==> config.mk <==
export PLATFORM = sky130hd
export DESIGN_NAME = bf16_accum_flat
export DESIGN_NICKNAME = d
export VERILOG_FILES = /design/src/rtl/bf16_pkg.sv /design/src/rtl/bf16_accum_if.sv /design/src/rtl/bf16_lzc.sv /design/src/rtl/bf16_accum.sv /design/src/flat_wrapper.sv
export SDC_FILE = /design/constraint.sdc
export NUM_CORES = 1
export LEC_CHECK = 0
export ABC_AREA = 1
export CAP_MARGIN = 20
export CORE_ASPECT_RATIO = 1.75
export CORE_UTILIZATION = 48
export CTS_BUF_LIST = sky130_fd_sc_hd__clkbuf_16
export CTS_CLUSTER_DIAMETER = 100
export DETAILED_ROUTE_END_ITERATION = 8
export DONT_BUFFER_PORTS = 1
export PLACE_DENSITY = 0.63
export SLEW_MARGIN = 5
export SYNTH_ARGS = -nofsm -noshare
export SYNTH_HDL_FRONTEND = slang
export SYNTH_SLANG_ARGS = --single-unit
==> constraint.sdc <==
create_clock -name clk -period 9.5 [get_ports clk]
set_clock_uncertainty 0.05 [all_clocks]
set_input_delay 1.9 -clock clk [delete_from_list [all_inputs] [get_ports clk]]
set_output_delay 1.9 -clock clk [all_outputs]
set_load 0.01 [all_outputs]
==> src/rtl/bf16_pkg.sv <==
// Shared bfloat16 field widths, FSM encoding and operand unpacking for the accumulator.
package bf16_pkg;

    localparam int unsigned EXP_W  = 8;
    localparam int unsigned FRAC_W = 7;
    localparam int unsigned BIAS   = 127;
    localparam int unsigned EXP_MAX = 2 * BIAS;
    localparam logic [14:0] BF16_MAX_FINITE = 15'h7F7F;

    typedef enum logic [2:0] {
        IDLE  = 3'd0,
        ALIGN = 3'd1,
        ADD   = 3'd2,
        NORM  = 3'd3,
        OUT   = 3'd4
    } state_t;

    typedef struct packed {
        logic              sign;
        logic [EXP_W-1:0]  ex;
        logic [FRAC_W:0]   sig;
    } bf16_unpacked_t;

    // Subnormals flush to +0; exponent 255 is clamped to the largest finite magnitude.
    function automatic bf16_unpacked_t bf16_unpack(input logic [0:15] w);
        bf16_unpacked_t u;
        u.sign = w[0];
        u.ex   = w[1:8];
        u.sig  = {1'b1, w[9:15]};
        if (w[1:8] == '0) begin
            u.sign = 1'b0;
            u.ex   = '0;
            u.sig  = '0;
        end else if (w[1:8] == '1) begin
            u.ex  = BF16_MAX_FINITE[14:7];
            u.sig = {1'b1, BF16_MAX_FINITE[6:0]};
        end
        return u;
    endfunction

endpackage

==> src/rtl/bf16_accum_if.sv <==
// Product stream in, sum stream out, both valid/ready.
interface bf16_accum_if;

    logic        in_valid;
    logic        in_ready;
    logic [0:15] in_data;
    logic        in_last;
    logic        out_valid;
    logic        out_ready;
    logic [0:15] out_data;

    modport master (
        output in_valid, in_data, in_last, out_ready,
        input  in_ready, out_valid, out_data
    );

    modport slave (
        input  in_valid, in_data, in_last, out_ready,
        output in_ready, out_valid, out_data
    );

endinterface

==> src/rtl/bf16_lzc.sv <==
// Combinational leading-zero count; an all-zero input reports W.
module bf16_lzc #(
    parameter int unsigned W     = 12,
    parameter int unsigned CNT_W = $clog2(W + 1)
) (
    input  logic [W-1:0]     din,
    output logic [CNT_W-1:0] count_c
);

    // Ascending scan: the highest set bit is the last to write.
    always_comb begin
        count_c = CNT_W'(W);
        for (int i = 0; i < int'(W); i++) begin
            if (din[i]) begin
                count_c = CNT_W'(int'(W) - 1 - i);
            end
        end
    end

endmodule

==> src/rtl/bf16_accum.sv <==
// Sequential bf16 accumulator: folds a product stream into an extended-precision sum,
// emitting one truncated bf16 result per stream.
module bf16_accum
    import bf16_pkg::*;
#(
    parameter int unsigned GUARD_BITS = 3
) (
    input  logic          clk,
    input  logic          rst_n,
    bf16_accum_if.slave   bus
);

    localparam int unsigned SIG_W = FRAC_W + 1 + GUARD_BITS;
    localparam int unsigned SUM_W = SIG_W + 1;
    localparam int unsigned CNT_W = $clog2(SUM_W + 1);
    localparam int unsigned EXT_W = EXP_W + 2;

    state_t state, state_nxt;

    logic [0:15]       op_q;
    logic              last_q;
    logic              acc_sign;
    logic [EXP_W-1:0]  acc_exp;
    logic [SIG_W-1:0]  acc_sig;
    logic [EXP_W-1:0]  al_exp;
    logic              al_sign_x, al_sign_y;
    logic [SIG_W-1:0]  al_x, al_y;
    logic              sum_sign;
    logic [EXP_W-1:0]  sum_exp;
    logic [SUM_W-1:0]  sum_q;

    bf16_unpacked_t    opu;
    logic [SIG_W-1:0]  b_sig, small_sig, shifted;
    logic [EXP_W-1:0]  diff;
    logic              a_ge;
    logic [SUM_W-1:0]  add_res;
    logic              add_sign;
    logic [CNT_W-1:0]  lz;
    logic [EXT_W-1:0]  n_exp;
    logic [SIG_W-1:0]  n_sig;
    logic              r_sign;
    logic [EXP_W-1:0]  r_exp;
    logic [SIG_W-1:0]  r_sig;

    bf16_lzc #(.W(SUM_W), .CNT_W(CNT_W)) u_lzc (
        .din     (sum_q),
        .count_c (lz)
    );

    always_ff @(posedge clk or negedge rst_n) begin
        if (!rst_n) state <= IDLE;
        else        state <= state_nxt;
    end

    always_comb begin
        state_nxt = state;
        case (state)
            IDLE:    if (bus.in_valid) state_nxt = ALIGN;
            ALIGN:   state_nxt = ADD;
            ADD:     state_nxt = NORM;
            NORM:    state_nxt = last_q ? OUT : IDLE;
            OUT:     if (bus.out_ready) state_nxt = IDLE;
            default: state_nxt = IDLE;
        endcase
    end

    always_comb begin
        bus.in_ready  = 1'b0;
        bus.out_valid = 1'b0;
        bus.out_data  = '0;
        case (state)
            IDLE: bus.in_ready = 1'b1;
            OUT: begin
                bus.out_valid = 1'b1;
                bus.out_data  = {acc_sign, acc_exp, acc_sig[SIG_W-2 -: FRAC_W]};
            end
            default: ;
        endcase
    end

    // Align: larger exponent is the reference, the other significand is shifted down.
    always_comb begin
        opu       = bf16_unpack(op_q);
        b_sig     = {opu.sig, {GUARD_BITS{1'b0}}};
        a_ge      = acc_exp >= opu.ex;
        diff      = a_ge ? (acc_exp - opu.ex) : (opu.ex - acc_exp);
        small_sig = a_ge ? b_sig : acc_sig;
        shifted   = (diff > EXP_W'(SIG_W)) ? '0 : (small_sig >> diff);
    end

    always_comb begin
        add_sign = al_sign_x;
        if (al_sign_x == al_sign_y) begin
            add_res = {1'b0, al_x} + {1'b0, al_y};
        end else if (al_x >= al_y) begin
            add_res = {1'b0, al_x} - {1'b0, al_y};
        end else begin
            add_res  = {1'b0, al_y} - {1'b0, al_x};
            add_sign = al_sign_y;
        end
    end

    // Normalise: a carry gives lz=0, so the exponent update is uniformly +1-lz.
    always_comb begin
        n_exp  = EXT_W'(sum_exp) + EXT_W'(1) - EXT_W'(lz);
        n_sig  = sum_q[SUM_W-1] ? sum_q[SUM_W-1:1] : SIG_W'(sum_q << (lz - CNT_W'(1)));
        r_sign = sum_sign;
        r_exp  = n_exp[EXP_W-1:0];
        r_sig  = n_sig;
        if (sum_q == '0 || n_exp[EXT_W-1] || n_exp == '0) begin
            r_sign = 1'b0;
            r_exp  = '0;
            r_sig  = '0;
        end else if (n_exp > EXT_W'(EXP_MAX)) begin
            r_exp = EXP_W'(EXP_MAX);
            r_sig = {1'b1, BF16_MAX_FINITE[6:0], {GUARD_BITS{1'b0}}};
        end
    end

    always_ff @(posedge clk or negedge rst_n) begin
        if (!rst_n) begin
            op_q      <= '0;
            last_q    <= 1'b0;
            acc_sign  <= 1'b0;
            acc_exp   <= '0;
            acc_sig   <= '0;
            al_exp    <= '0;
            al_sign_x <= 1'b0;
            al_sign_y <= 1'b0;
            al_x      <= '0;
            al_y      <= '0;
            sum_sign  <= 1'b0;
            sum_exp   <= '0;
            sum_q     <= '0;
        end else begin
            case (state)
                IDLE: if (bus.in_valid) begin
                    op_q   <= bus.in_data;
                    last_q <= bus.in_last;
                end
                ALIGN: begin
                    al_exp    <= a_ge ? acc_exp : opu.ex;
                    al_sign_x <= a_ge ? acc_sign : opu.sign;
                    al_sign_y <= a_ge ? opu.sign : acc_sign;
                    al_x      <= a_ge ? acc_sig : b_sig;
                    al_y      <= shifted;
                end
                ADD: begin
                    sum_sign <= add_sign;
                    sum_exp  <= al_exp;
                    sum_q    <= add_res;
                end
                NORM: begin
                    acc_sign <= r_sign;
                    acc_exp  <= r_exp;
                    acc_sig  <= r_sig;
                end
                OUT: if (bus.out_ready) begin
                    acc_sign <= 1'b0;
                    acc_exp  <= '0;
                    acc_sig  <= '0;
                end
                default: ;
            endcase
        end
    end

endmodule

==> src/flat_wrapper.sv <==
// flat-port wrapper written by rule: the top's interface ports become plain ports
module bf16_accum_flat import bf16_pkg::*;
#(
    parameter int unsigned GUARD_BITS = 3
)
  (clk, rst_n, bus_in_valid, bus_in_data, bus_in_last, bus_out_ready, bus_in_ready, bus_out_valid, bus_out_data);
  bf16_accum_if bus_i ();
  input  logic clk;
  input  logic rst_n;
  input wire logic [$bits(bus_i.in_valid)-1:0] bus_in_valid;
  input wire logic [$bits(bus_i.in_data)-1:0] bus_in_data;
  input wire logic [$bits(bus_i.in_last)-1:0] bus_in_last;
  input wire logic [$bits(bus_i.out_ready)-1:0] bus_out_ready;
  output wire logic [$bits(bus_i.in_ready)-1:0] bus_in_ready;
  output wire logic [$bits(bus_i.out_valid)-1:0] bus_out_valid;
  output wire logic [$bits(bus_i.out_data)-1:0] bus_out_data;
  assign bus_i.in_valid = bus_in_valid;
  assign bus_i.in_data = bus_in_data;
  assign bus_i.in_last = bus_in_last;
  assign bus_i.out_ready = bus_out_ready;
  assign bus_in_ready = bus_i.in_ready;
  assign bus_out_valid = bus_i.out_valid;
  assign bus_out_data = bus_i.out_data;
  bf16_accum #(.GUARD_BITS(GUARD_BITS)) u_core (.clk(clk), .rst_n(rst_n), .bus(bus_i));
endmodule
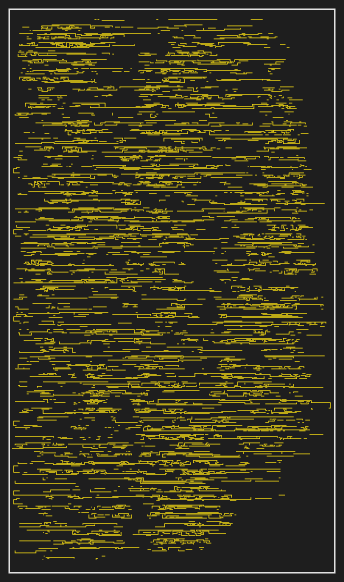
Figure 1: run 1, M1 wires.
share of all routed wire	36%
nets with wire on the layer	1156
longest straight run	34.0 um

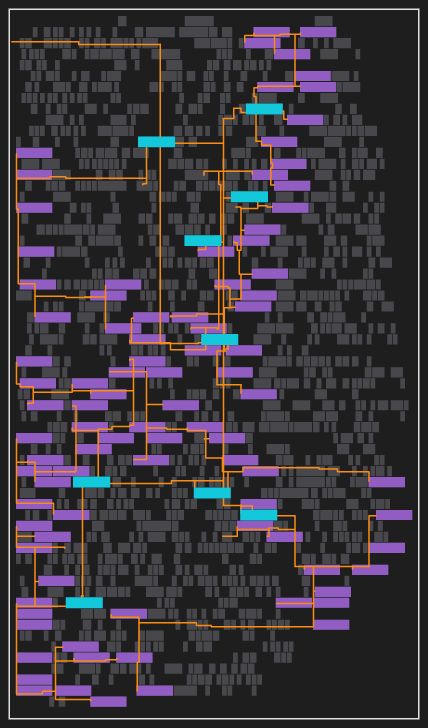
Figure 2: run 1, routed clock nets over the placement.
[purple] flip-flops | count: 93
[cyan] clock drivers | count: 9
[orange] clock wires | length: 1330 um
routed clock nets	10
flops lie	spread over the die
clk latency late pin: 0.36 ns

==> Slide: Implementation Results, run 1 <==
Flow Results at a Glance

Outcome
  – Status: finished, final reports clean

Global route
  – GRT Util Overall: a little under a third
  – Global-route wire length before repair: 41.3 mm
  – Grt met1 use: 31.4%

Setup path
  – Reg2reg end: u_core.al_y[0]
  – Startpoint types: flop
  – Critical Path Max Stage Delay: 0.53 ns
  – Setup crit start: u_core.state[1]

Layout
  – Finished Layout Cells: 1412
  – Top class by area: combinational gates
  – Layout Nets: between 1000 and 1500
  – Registers: 93
  – Syn-to-layout area delta: 4.27%
  – Top Layout Cells: 307 x nand2_1, 151 x inv_1, 100 x nor2_1, 93 x dfrtp_1, 89 x o21ai_0
  – Commonest non-fill, non-tap cell in the layout: nand2_1

Yosys
  – Top comb family, area: simple AND/OR/NAND/NOR gates
  – Post-synth top cells: 307 x nand2_1, 151 x inv_1, 100 x nor2_1
  – Fraction of registers with async set/reset: 100%
  – Synthesized instance count: roughly 1200

Timing
  – Final WS setup: around 5.3 ns
  – Period utilization: between 40% and 50%
  – Hold_ws: roughly 0.44 ns
  – TNS Setup: 0 ns

Detailed routing
  – DRT Pass-1 Iters: 5

Placement
  – Port buffer count: 0
  – Final GP Congestion: 0.965

Floorplanning
  – Die X: slightly above 100 um
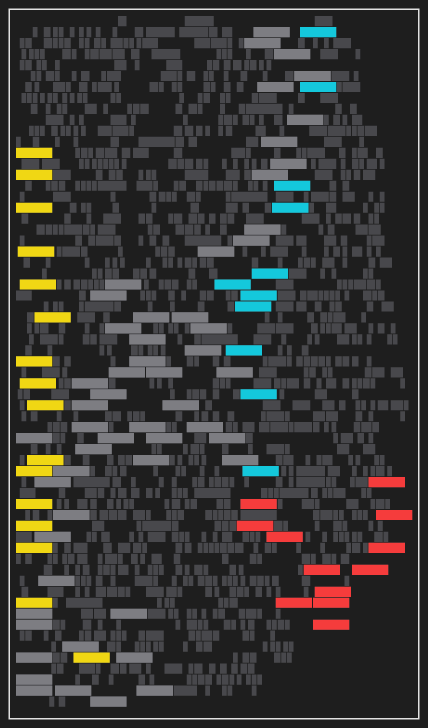
Figure 3: run 1, where the registers sit.
Other sequential cells in the stronger grey, the rest of the logic in the fainter grey.
colour	netlist name	placed flops
yellow	u_core.op_q	16
cyan	u_core.al_x	11
red	u_core.sum_q	12
not coloured	54
final core utilization: 51.0%
FF/Latch Area: 2330 um2

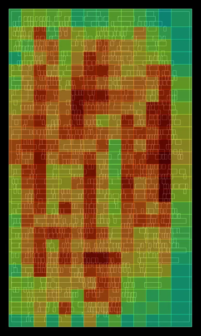
Figure 4: run 1, routing congestion.
met2 Use GR: 57.6%
post-DR wirelength/cell: 18.6 um

-- run 1: state kept, by name, indices dropped and copies added, names as in the netlist, 3 cells and up --
signal,flops
u_core.acc_sig,11
u_core.al_x,11
u_core.sum_exp,8
u_core.al_y,11
u_core.op_q,16
u_core.state,3
u_core.al_exp,8
u_core.acc_exp,8
u_core.sum_q,12
==> run 2: changes to the inputs <==
--- a/config.mk
+++ b/config.mk
@@ -13,7 +13,7 @@
 export CTS_CLUSTER_DIAMETER = 100
 export DETAILED_ROUTE_END_ITERATION = 8
 export DONT_BUFFER_PORTS = 1
-export PLACE_DENSITY = 0.63
+export PLACE_DENSITY = 0.65
 export SLEW_MARGIN = 5
 export SYNTH_ARGS = -nofsm -noshare
 export SYNTH_HDL_FRONTEND = slang
==> constraint.sdc (replaced) <==
create_clock -name clk -period 3.4 [get_ports clk]
set_clock_uncertainty 0.05 [all_clocks]
set_input_delay 0.68 -clock clk [delete_from_list [all_inputs] [get_ports clk]]
set_output_delay 0.68 -clock clk [all_outputs]
set_load 0.01 [all_outputs]
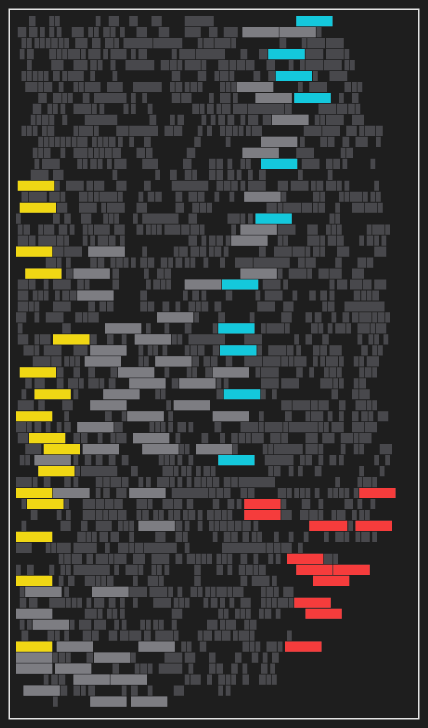
Figure 5: run 2, where the registers sit.
Other sequential cells in the stronger grey, the rest of the logic in the fainter grey.
colour	netlist name	placed flops
cyan	u_core.al_x	11
red	u_core.sum_q	12
yellow	u_core.op_q	16
not coloured	54

==> Slide: Implementation Results, run 2 <==
Flow Results at a Glance

Outcome
  – Status: finished, final reports clean

Setup path
  – Startpoint types: flop
  – Critical Path Max Stage Delay: roughly 0.42 ns
  – Reg2reg end: u_core.al_exp[6]
  – Setup crit start: u_core.op_q[3]
  – Crit path to: u_core.al_exp[6]
  – CP most frequent cell: nand2_1

Yosys
  – Fraction of registers with async set/reset: 100%
  – Post-synth top area cell: dfrtp_1
  – Post-synth top cells: 307 x nand2_1, 151 x inv_1, 100 x nor2_1
  – Synth Area per Inst: roughly 6.8 um2
  – Top comb family, area: simple AND/OR/NAND/NOR gates
  – Xor+xnor area frac: 4.55%
  – Aoi share: between 10% and 20%
  – Yosys warns: 0
  – Synthesized instance count: about 1200

Layout
  – Commonest non-fill, non-tap cell in the layout: nand2_1
  – Largest registers: u_core.op_q (16), u_core.sum_q (12)
  – Layout Nets: 1325
  – Top reg by flops: u_core.op_q
  – Largest register FFs: 16
  – Syn-to-layout area delta: 11.6%
  – Antenna cell count: 0
  – Top Layout Cells: 306 x nand2_1, 148 x inv_1, 99 x nor2_1, 92 x dfrtp_1, 86 x o21ai_0

Placement
  – Placed Area: just under 9000 um2
  – Port buffer count: 0
  – Final GP Congestion: 0.976

Detailed routing
  – Wl on met1: ~9.6 mm
  – Post-DR wirelength/cell: 18.5 um
  – DRT Pass-1 Iters: 8

Floorplanning
  – Die X: 101 um
  – CORE AREA: 16900 um2

Timing
  – Final WS setup: 0.181 ns
  – Period utilization: 94.7%
  – TNS Setup: 0 ns

Global route
  – GRT Util Overall: 32.2%
  – Met2 Use GR: slightly below 60%
  – Pin count of the biggest net entering global routing: between 90 and 100
  – Global-route wire length before repair: 42.8 mm

Flow run
  – OpenROAD warnings: 55

Clock tree
  – Clk latency late pin: 0.36 ns
  – Clock Sinks: 93
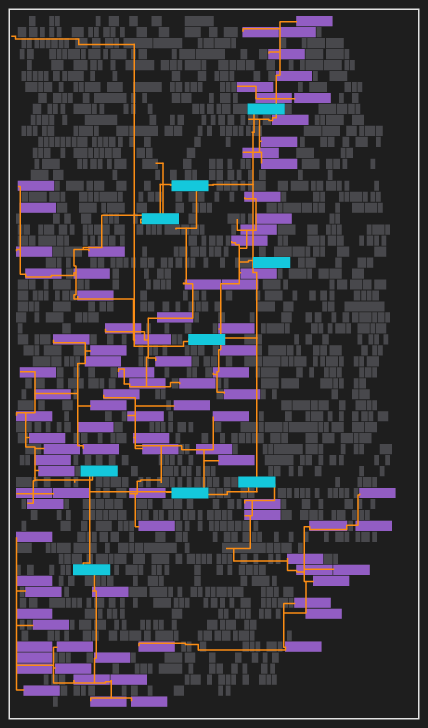
Figure 6: run 2, routed clock nets over the placement.
[purple] flip-flops | count: 93
[orange] clock wires | length: 1290 um
[cyan] clock drivers | count: 9
flops lie	spread over the die
routed clock nets	10

## run 2: through the flow
step	hold slack [ns]	util [%]	instances
2_1_floorplan	0.334	-	1216
3_3_place_gp	0.338	51.6	1447
3_5_place_dp	0.337	51.6	1447
4_1_cts	0.207	53.7	1465
5_1_grt	0.242	54.6	1476
6_report	0.196	54.6	1476
## run 2: layout make-up
| class | instances | area (um2) |
|---|---|---|
| Timing Repair Buffer | 69 | 567 |
| Inverter | 164 | 626 |
| Fill cell | 1764 | 7650 |
| Clock buffer | 9 | 225 |
| Clock inverter | 7 | 81.3 |
| Sequential cell | 93 | 2330 |
| Multi-Input combinational cell | 907 | 5100 |
| Tap cell | 227 | 284 |
==> run 3: changes to the inputs <==
--- a/config.mk
+++ b/config.mk
@@ -7,7 +7,6 @@
 export LEC_CHECK = 0
 export ABC_AREA = 1
 export CAP_MARGIN = 20
-export CORE_ASPECT_RATIO = 1.75
 export CORE_UTILIZATION = 48
 export CTS_BUF_LIST = sky130_fd_sc_hd__clkbuf_16
 export CTS_CLUSTER_DIAMETER = 100
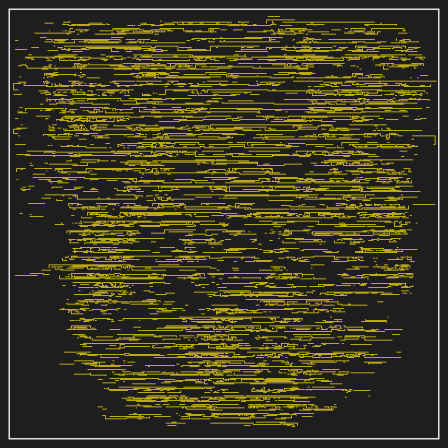
Figure 7: run 3, M1 wires.
nets with wire on the layer	1225
longest straight run	35.0 um
share of all routed wire	47%
wire length on this layer	11500 um
vias: 8117
overall routed net length: 24.5 mm
grt met1 use: 40.5%

==> Slide: Implementation Results, run 3 <==
Flow Results at a Glance

Layout
  – Top class by area: combinational gates
  – Finished Layout Cells: 1478
  – Inverters: 166
  – Top reg by flops: u_core.op_q
  – Largest register FFs: 16
  – Clk cell area share: around 3.2%
  – Multi-input gates: between 900 and 1000
  – Layout Nets: 1334
  – Fraction of area in registers: 24.7%
  – Registers: between 90 and 100
  – FF/Latch Area: 2330 um2
  – Antenna cell count: 0
  – Largest registers: u_core.op_q (16), u_core.sum_q (12)
  – Fill cell count: 1649

Floorplanning
  – N_taps: 220
  – CORE AREA: ~17000 um2
  – Die X: roughly 130 um

Outcome
  – Status: finished, final reports clean

Timing
  – Period utilization: a little over nine tenths

Setup path
  – CP most frequent cell: nand2_1

Placement
  – Port buffer count: 0
  – Final GP Congestion: 0.978
  – Dpl cells: between 1000 and 1500

Yosys
  – Post-synth top area cell: dfrtp_1
  – Yosys warns: 0
  – Fraction of registers with async set/reset: 100%
  – Post-synth top cells: 307 x nand2_1, 151 x inv_1, 100 x nor2_1
  – Aoi share: 15.8%

Global route
  – Global-route wire length before repair: 38.4 mm

Clock tree
  – Clk latency late pin: 0.36 ns
  – Clock Sinks: 93

Flow run
  – OpenROAD warnings: 56
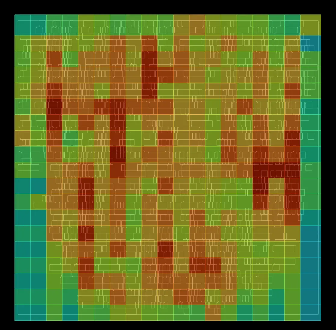
Figure 8: run 3, routing congestion.
GRT Util Overall: 27.6%
post-DR wirelength/cell: 16.5 um
GRT Max-Usage Layer: met2
final core utilization: 56.5%
met2 Use GR: 41.6%

-- run 3: cell types whose count changed in the layout (fill, tap and decap cells not counted), moves of 3 or more --
cell | previous run | this run
nand2_1 | 306 | 293
nand2_2 | 11 | 21
buf_4 | 65 | 70
inv_1 | 148 | 144
nand3_1 | 78 | 74
nand3_2 | 5 | 9
o21ai_0 | 86 | 83
-- run 3: worst paths after layout --
kind / depth (start not counted) / endpoint / slack (ns)
worst max-delay path: 26 / u_core.al_y[2] / 0.11
worst min-delay path: 1 / u_core.sum_exp[5] / 0.14
worst max register to register: 26 / u_core.al_y[2] / 0.11
worst min register to register: 2 / u_core.acc_sig[4] / 0.43
max in group asynchronous: 1 / u_core.sum_q[3] / 2.71
min in group clk: 1 / u_core.state[2] / 0.37
